--- src/rtl/muldiv_pkg.sv ---
// muldiv_pkg: op encodings and FSM state type shared by the multiply/divide unit.
package muldiv_pkg;
  localparam logic [1:0] OP_MULT  = 2'b00;
  localparam logic [1:0] OP_MULTU = 2'b01;
  localparam logic [1:0] OP_DIV   = 2'b10;
  localparam logic [1:0] OP_DIVU  = 2'b11;
  typedef enum logic [1:0] {IDLE, RUN, FIX} state_t;
endpackage

--- src/rtl/muldiv_step.sv ---
// muldiv_step: one combinational iteration of shift-add multiply or restoring divide.
module muldiv_step #(
  parameter int WIDTH = 32
) (
  input  logic               div_i,
  input  logic [2*WIDTH-1:0] acc_i,
  input  logic [WIDTH-1:0]   d_i,
  output logic [2*WIDTH-1:0] acc_o
);
  logic [WIDTH:0]   sum;
  logic [WIDTH:0]   rem;
  logic [WIDTH-1:0] sub;
  logic             ge;
  always_comb begin
    sum = {1'b0, acc_i[2*WIDTH-1:WIDTH]} + (acc_i[0] ? {1'b0, d_i} : '0);
    rem = {acc_i[2*WIDTH-1:WIDTH], acc_i[WIDTH-1]};
    ge  = rem >= {1'b0, d_i};
    // rem - d < d whenever it is taken, so the low WIDTH bits are exact
    sub = rem[WIDTH-1:0] - d_i;
    acc_o = div_i ? {(ge ? sub : rem[WIDTH-1:0]), acc_i[WIDTH-2:0], ge}
                  : {sum, acc_i[WIDTH-1:1]};
  end
endmodule

--- src/rtl/muldiv_seq.sv ---
// muldiv_seq: iterative signed/unsigned multiply and divide producing HI/LO results.
module muldiv_seq
  import muldiv_pkg::*;
#(
  parameter int WIDTH = 32
) (
  input  logic             clk,
  input  logic             reset,
  input  logic             start,
  input  logic [1:0]       op,
  input  logic [WIDTH-1:0] a,
  input  logic [WIDTH-1:0] b,
  output logic             busy,
  output logic             done,
  output logic             div_zero,
  output logic [WIDTH-1:0] hi,
  output logic [WIDTH-1:0] lo
);
  localparam int CW = $clog2(WIDTH + 1);
  state_t               state_q;
  logic [CW-1:0]        cnt_q;
  logic                 div_q, neg_q, rneg_q, done_q, dz_q;
  logic [2*WIDTH-1:0]   acc_q, acc_d, prod;
  logic [WIDTH-1:0]     d_q, hi_q, lo_q, a_mag, b_mag, q_fix, r_fix;
  logic                 a_neg, b_neg;
  muldiv_step #(.WIDTH(WIDTH)) u_step (
    .div_i(div_q),
    .acc_i(acc_q),
    .d_i  (d_q),
    .acc_o(acc_d)
  );
  always_comb begin
    a_neg = ~op[0] & a[WIDTH-1];
    b_neg = ~op[0] & b[WIDTH-1];
    a_mag = a_neg ? -a : a;
    b_mag = b_neg ? -b : b;
    prod  = neg_q ? -acc_q : acc_q;
    q_fix = neg_q ? -acc_q[WIDTH-1:0] : acc_q[WIDTH-1:0];
    r_fix = rneg_q ? -acc_q[2*WIDTH-1:WIDTH] : acc_q[2*WIDTH-1:WIDTH];
  end
  always_ff @(posedge clk or posedge reset) begin
    if (reset) begin
      state_q <= IDLE;
      cnt_q   <= '0;
      div_q   <= 1'b0;
      neg_q   <= 1'b0;
      rneg_q  <= 1'b0;
      acc_q   <= '0;
      d_q     <= '0;
      hi_q    <= '0;
      lo_q    <= '0;
      done_q  <= 1'b0;
      dz_q    <= 1'b0;
    end else begin
      done_q <= 1'b0;
      dz_q   <= 1'b0;
      case (state_q)
        IDLE: if (start) begin
          if (op[1] && b == '0) begin
            done_q <= 1'b1;
            dz_q   <= 1'b1;
          end else begin
            state_q <= RUN;
            cnt_q   <= CW'(WIDTH);
            div_q   <= op[1];
            neg_q   <= a_neg ^ b_neg;
            rneg_q  <= a_neg;
            acc_q   <= {{WIDTH{1'b0}}, a_mag};
            d_q     <= b_mag;
          end
        end
        RUN: begin
          acc_q <= acc_d;
          cnt_q <= cnt_q - CW'(1);
          if (cnt_q == CW'(1)) state_q <= FIX;
        end
        FIX: begin
          hi_q    <= div_q ? r_fix : prod[2*WIDTH-1:WIDTH];
          lo_q    <= div_q ? q_fix : prod[WIDTH-1:0];
          done_q  <= 1'b1;
          state_q <= IDLE;
        end
        default: state_q <= IDLE;
      endcase
    end
  end
  assign busy     = state_q != IDLE;
  assign done     = done_q;
  assign div_zero = dz_q;
  assign hi       = hi_q;
  assign lo       = lo_q;
endmodule

--- config.mk ---
export PLATFORM = sky130hd
export DESIGN_NAME = muldiv_seq
export DESIGN_NICKNAME = d
export VERILOG_FILES = /design/src/rtl/muldiv_pkg.sv /design/src/rtl/muldiv_step.sv /design/src/rtl/muldiv_seq.sv
export SDC_FILE = /design/constraint.sdc
export NUM_CORES = 1
export LEC_CHECK = 0
export CAP_MARGIN = 20
export CORE_MARGIN = 1
export CORE_UTILIZATION = 57
export DETAILED_ROUTE_END_ITERATION = 16
export PLACE_DENSITY = 0.8
export SKIP_LAST_GASP = 1
export SYNTH_ARGS = -nofsm -noshare
export SYNTH_HDL_FRONTEND = slang
export SYNTH_SLANG_ARGS = --single-unit
export TNS_END_PERCENT = 1
--- constraint.sdc ---
create_clock -name clk -period 6.5 [get_ports clk]
set_input_delay 1.3 -clock clk [delete_from_list [all_inputs] [get_ports clk]]
set_output_delay 1.3 -clock clk [all_outputs]
set_load 0.02 [all_outputs]
==> results.yml, run 1 <==
# physical design summary
layout:
  inv_count: 61
  flop-count: 173
  seq_area_frac: 0.2772
  comb_share: 0.5484
  area_growth_syn_to_layout_pct: 15.98
  lay_top_count: "nand2_1"
  signal_buffers: 154
  buf_share: 0.09644
  clock_buffer_count: 20
  layout-drive-gt1-share: 0.04370
  nMultiInputCombCells: 1342
  utilization: 0.6817
  nets: 1890
  largest_class: "combinational gates"
  final_cell_mix: "nand2_1, o21ai_0, dfrtp_1, clkdlybuf4s50_1, nor2_1"
  diodes: 0
  fill_cells: 1923
  regArea_um2: 4330
synthesis:
  synth_cells: 1668
  ys_sh_adder: 0.06800
  edf_count: 0
  syn_nets: 1809
  yosys_warnings: 0
  mux_share: 0.03651
  syn_area_per_cell_um2: 8.075
  postSynthSeqShare: 0.3214
  ys_types: 74
  ys_chip_area_um2: 13470
  yosys.area_share.xor_xnor: 0.1125
  yosys.area_share.simple: 0.1791
  top_logic_kind: "AND-OR/OR-AND gates"
  async_flop_share: 1.000
pwr:
  ir_worst_vdd_uv: 228.0
  clkPwrFrac: 0.172
  p_total_mw: 6.147
  seqPwrFrac: 0.302
  internal-power_mw: 3.267
  switching_power_mw: 2.880
  pg_clk_mw: 1.06
  power-per-cell-area_nw_per_um2: 393.5
  power_leader: "combinational cells"
  sw_frac_of_total: 0.4685
  p_comb_mw: 3.23
  p_seq_mw: 1.86
worst_setup_path:
  slowest_delay_ps: 640
  crit_arrival_ps: 4830
  crit_fanout: 16
  end_kind: "register"
  critical_path_class: "in2reg"
  cp_num_buf_inv: 1
  cp-start-kind: "input pin"
route:
  wl_met1_um: 17690
  routed.top_layer: "met4"
  route.met2.wl_um: 16140
  drc: 0
  postRouteWirelength_um: 37650
  initialDrtViolationCount: 1140
  via_count: 12650
  vias_per_cell: 6.098
  ant_nets: 0
  firstDrtPassIters: 8
grt:
  grtUsageMet1: 0.4753
  grt_overflow: 0
  antenna_found_initial: 1
  grtUsageMet2: 0.4734
  top_usage_layer: "met1"
  grt_pass1_vias: 11620
  grt_usage: 0.3186
  grt_max_degree: 113
  grt_pass1_wl_um: 61090
clock_network:
  path_clk_slew_ps: 70
  cts_tree: "done"
  cts_buffers: 17
  clk-insertion-delay-late_ps: 440
  clockBufferDepth: 2
  cts_num_sinks: 173
  cts-root-buf: "clkbuf_16"
final_timing:
  skew_ps: 15.85
  max_freq_ghz: 0.2243
  fin_hold_ws_ps: 480.3
  setup_tns_ps: 0
  slew_viol_final: 0
  worstMarginPinSlew_ps: 938.5
  slew_headroom: 0.3730
  finalCritPeriodShare: 0.6857
  rsz0062_at_grt: "false"
  finalHoldViolCount: 0
  setup_slack_ps: 2043
  fin_crit_ps: 4457
placement:
  hpwl_um: 28380
  globalplace.congestion: 0.9596
  port_buffers: 135
  dp_slack_ps: 1447
min_path:
  min_path_type: "reg2reg"
floorplanning:
  io-pin-count: 136
  die-height_um: 155.7
  num_rows: 55
  fp.dieW_um: 155.7
  core-area_um2: 22920
  taps: 313
status:
  status: "finished, final reports clean"
run:
  warnings: 29
  drv_cap: 0
[run 1: sequential cells by signal, summed over array words and instances, names as in the netlist]
name / flops
state_q: 2
div_zero: 1
rneg_q: 1
div_q: 1
d_q: 32
neg_q: 1
acc_q: 64
hi: 32
lo: 32
cnt_q: 6
done: 1
[run 1: worst register-to-register path: stages, from the launching register on]
cell      delay [ps]
dfrtp_1          500
inv_1            510
nor2_1           130
ha_1             390
o211ai_1         100
o21ai_0          390
o211ai_1         250
a31o_2           310
a21o_1           180
a31oi_1          510
a311o_1          280
a21oi_1           90
xor2_1           150
o211ai_1         170
[run 1: path summary, 6_finish.rpt]
path	startpoint	endpoint	cells past startpoint	slack (ps)
min in group asynchronous	reset	lo[5]	2	1340
min reg2reg	lo[19]	lo[19]	2	480
max	b[2]	acc_q[61]	11	2040
max in group asynchronous	reset	acc_q[26]	3	3960
max reg2reg	acc_q[0]	acc_q[62]	13	2450
min	lo[19]	lo[19]	2	480
[run 1: cell usage after synthesis, drive strengths merged (5+ instances only)]
library cell,number,area share
o21ai,224,0.083
nand2,215,0.060
dfrtp,173,0.32
nor2,123,0.034
a21oi,107,0.041
xor2,104,0.068
clkbuf,83,0.023
ha,70,0.065
xnor2,69,0.045
inv,61,0.017
mux2i,48,0.036
a21o,39,0.022
o211ai,33,0.018
nand3,32,0.012
nor3,25,0.0097
o31ai,25,0.014
nand2b,22,0.010
a31oi,19,0.0088
or3,19,0.0092
a22oi,15,0.0084
or4,13,0.0075
nor2b,12,0.0056
nor4,12,0.0056
buf,9,0.0041
a211oi,8,0.0045
nand4,8,0.0037
o21a,8,0.0045
o41ai,8,0.0052
and2,7,0.0034
or2,7,0.0033
a31o,6,0.0039
nor3b,6,0.0033
and4,5,0.0033
Run 1, M1 wires:
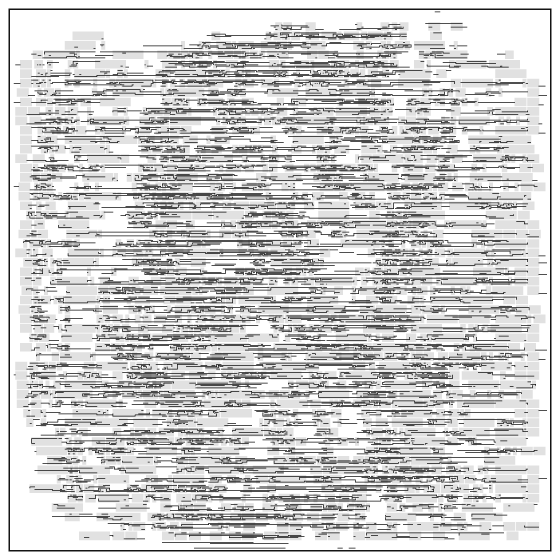
wire length on this layer: 17700 um
nets with wire on the layer: 1725
longest straight run: 78.2 um
main direction: horizontal

Run 1, M2 wires:
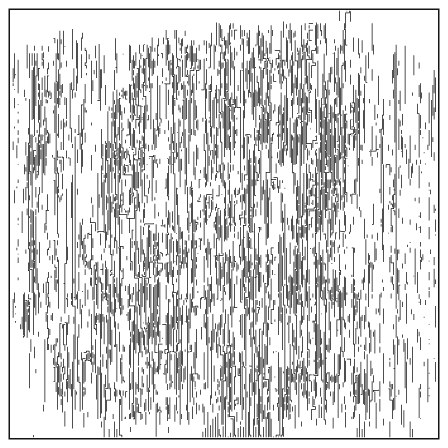
nets with wire on the layer: 1502
wire length on this layer: 16100 um

Run 1, M4 wires:
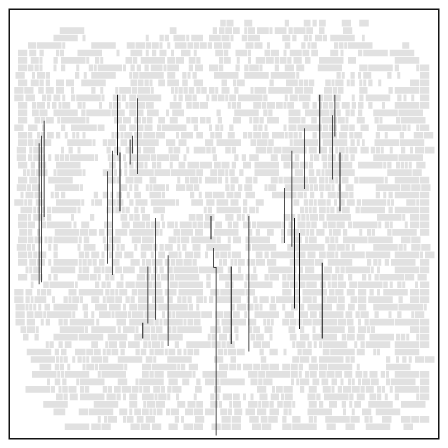
main direction: vertical
nets with wire on the layer: 22
wire length on this layer: 802 um

Run 1, cell area per tile:
Scale bar: 50 um. 16 x 16 tiles, from dark blue (low) to red (high), 0 to 100% covered.
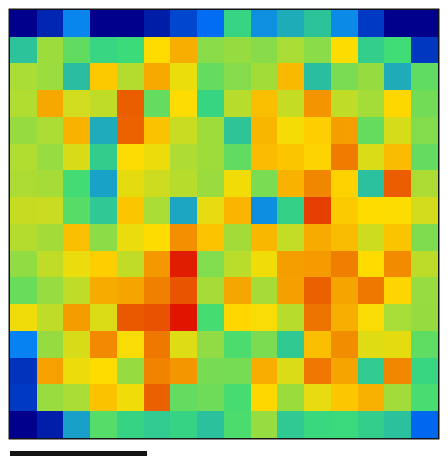
tiles over 75% full: 31%
fullest tile: 98%
nearly empty tiles: 2.3%

==> run 2: changes to the inputs <==
--- a/config.mk
+++ b/config.mk
@@ -7,9 +7,9 @@
 export LEC_CHECK = 0
 export CAP_MARGIN = 20
 export CORE_MARGIN = 1
-export CORE_UTILIZATION = 57
+export CORE_UTILIZATION = 53
 export DETAILED_ROUTE_END_ITERATION = 16
-export PLACE_DENSITY = 0.8
+export PLACE_DENSITY = 0.78
 export SKIP_LAST_GASP = 1
 export SYNTH_ARGS = -nofsm -noshare
 export SYNTH_HDL_FRONTEND = slang
==> constraint.sdc (replaced) <==
create_clock -name clk -period 3.8 [get_ports clk]
set_input_delay 0.76 -clock clk [delete_from_list [all_inputs] [get_ports clk]]
set_output_delay 0.76 -clock clk [all_outputs]
set_load 0.02 [all_outputs]
==> results.yml, run 2 <==
# physical design summary
clock_network:
  cts_num_sinks: 173
  clk-insertion-delay-late_ps: 440
  clockBufferDepth: 2
  cts_buffers: 17
  cts-root-buf: "clkbuf_16"
  cts_tree: "done"
  ctsHoldBuffers: 0
  cts_setup_buffers: 0
  cts_max_level: 4
  path_clk_slew_ps: 80
  cts-resized-gates: 0
pwr:
  ir_worst_vdd_uv: 381.7
  p_total_mw: 11.09
  power-per-cell-area_nw_per_um2: 682.7
  power.leakage_nw: 6.877
synthesis:
  syn_nets: 1809
  yosys_warnings: 0
  ys_types: 74
  synth_flop_count: 173
  syn_area_per_cell_um2: 8.075
  top_area_frac: 0.3214
  postSynthSeqShare: 0.3214
  mux_share: 0.03651
  synth_cells: 1668
  synthTopCellsByArea: "dfrtp_1, o21ai_0, xor2_1"
  synth_top_flop_cell: "dfrtp_1"
  ys_chip_area_um2: 13470
  top_logic_kind: "AND-OR/OR-AND gates"
  ys_sh_aoi: 0.2383
  common_cells: "nand2_1, o21ai_0, dfrtp_1"
  yosys.area_share.simple: 0.1791
  yosys.area_share.xor_xnor: 0.1125
  ys_sh_adder: 0.06800
  top_cell: "nand2_1"
  async_flop_share: 1.000
  synth_stat.cells: 1668
  netlist_area_um2: 13470
  edf_count: 0
  largest_area_cell: "dfrtp_1"
status:
  status: "finished, final reports clean"
grt:
  grt_overflow: 0
  grt_pass1_wl_um: 64290
  grtUsageMet2: 0.4753
  grt_max_degree: 98
  antenna_found_initial: 0
  grt_pass1_vias: 12050
  grt_usage: 0.3125
  gr-usage-met3: 0.03647
route:
  vias_per_cell: 6.030
  drc: 0
  wl_per_cell_um: 18.57
  postRouteWirelength_um: 39960
  route.met2.wl_um: 17270
  initialDrtViolationCount: 1257
  wl_met1_um: 18730
  via_count: 12980
  ant_nets: 0
  routed-wl-met3_um: 3025
  firstDrtPassIters: 6
  routed.top_layer: "met4"
worst_setup_path:
  required_ps: 4080
  r2r_slack_ps: 210
  critical_path_class: "reg2reg"
  end_kind: "register"
  crit_arrival_ps: 3860
  crit_fanout: 3
  cp-start-kind: "register"
floorplanning:
  fp.dieW_um: 161.4
  io-pin-count: 136
  die-height_um: 161.4
  num_rows: 57
  die-area_um2: 26050
  core-area_um2: 24600
  fp_util: 0.5474
layout:
  largest_reg_flops: 64
  fill_cells: 2141
  diodes: 0
  area_growth_syn_to_layout_pct: 20.59
  regMostFlops: "acc_q"
  combGateArea_um2: 8572
  regArea_um2: 4330
  lay_top_count: "nand2_1"
  final_cell_mix: "nand2_1, o21ai_0, dfrtp_1, clkdlybuf4s50_1, nor2_1"
  layout-drive-gt1-share: 0.07987
  nets: 1956
final_timing:
  max_freq_ghz: 0.2788
  finalHoldViolCount: 0
  worstMarginPinSlew_ps: 919.5
  setup_viol: 0
  finalCritPeriodShare: 0.9438
  fin_crit_ps: 3587
  rsz0062_at_grt: "true"
  slew_viol_final: 0
  slew_headroom: 0.3870
  skew_ps: 16.59
run:
  warnings: 28
  drv_cap: 0
placement:
  hpwl_um: 30780
  port_buffers: 135
  globalplace.congestion: 0.9738
min_path:
  min_path_type: "reg2reg"
==> run 2: worst paths after layout <==
kind / start / end / depth (start not counted)
max: acc_q[31] / acc_q[52] / 15
min: d_q[27] / d_q[27] / 2
max reg2reg: acc_q[31] / acc_q[52] / 15
min reg2reg: d_q[27] / d_q[27] / 2
max in group asynchronous: reset / div_q / 3
min in group asynchronous: reset / lo[12] / 2
==> run 2: metrics by stage <==
stage,worst slack [ps],hold slack (ps),instances,setup TNS [ps],area [um2]
2_1_floorplan,653.6,449.8,1668,0,13470
3_3_place_gp,112.2,461.1,2119,0,15630
3_5_place_dp,-4.519,469.9,2119,-4.519,15630
4_1_cts,274.4,486.2,2151,0,16220
5_1_grt,-20.67,497.2,2152,-34.46,16240
6_report,213.5,477.5,2152,0,16240
==> run 2: area by class of cell <==
type,count,share of cell area
clock inverter,13,0.009244
timing repair buffer,220,0.1299
sequential,173,0.2666
clock buffer,19,0.02727
multi-input combinational,1342,0.5277
tap,324,0.02496
inverter,61,0.01433
==> run 2: power breakdown <==
| group | switching (mW) | internal, mW |
|---|---|---|
| clock | 0.885 | 0.902 |
| combinational | 3.69 | 2.77 |
| sequential | 0.611 | 2.23 |
==> run 2: logic make-up after synthesis <==
group                      count (synthesis)
DFF                                      173
adders and majority gates                 72
AOI/OAI and AO/OA                        529
and+or+nand+nor                          519
muxes                                     49
buffers and inverters                    153
xor gates and xnor gates                 173
==> run 2: worst max-delay path, stage by stage (launching register included) <==
cell and delay [ps]:
dfrtp_1 390, inv_1 120, ha_1 190, inv_1 60
fa_1 400, a21oi_1 240, o211ai_1 150, a31o_2 300
a211oi_1 310, o21ai_0 210, o31ai_1 320, buf_4 180
xor2_1 220, a21oi_1 100, a21oi_1 170, o21ai_0 90
Run 2, congestion heat map:
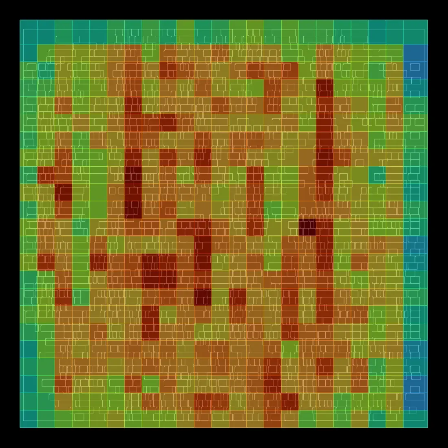
Post-Route Utilization: 0.6602
GR peak layer: met2
GRT met1 Usage: 0.4660

Run 2, M1 wires:
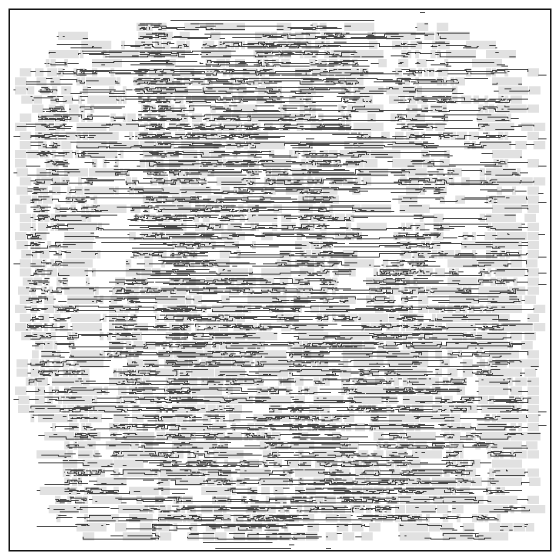
longest straight run: 60.7 um
main direction: horizontal
nets with wire on the layer: 1774

Power figures rest on the tool's default switching activity, not on a simulated workload.
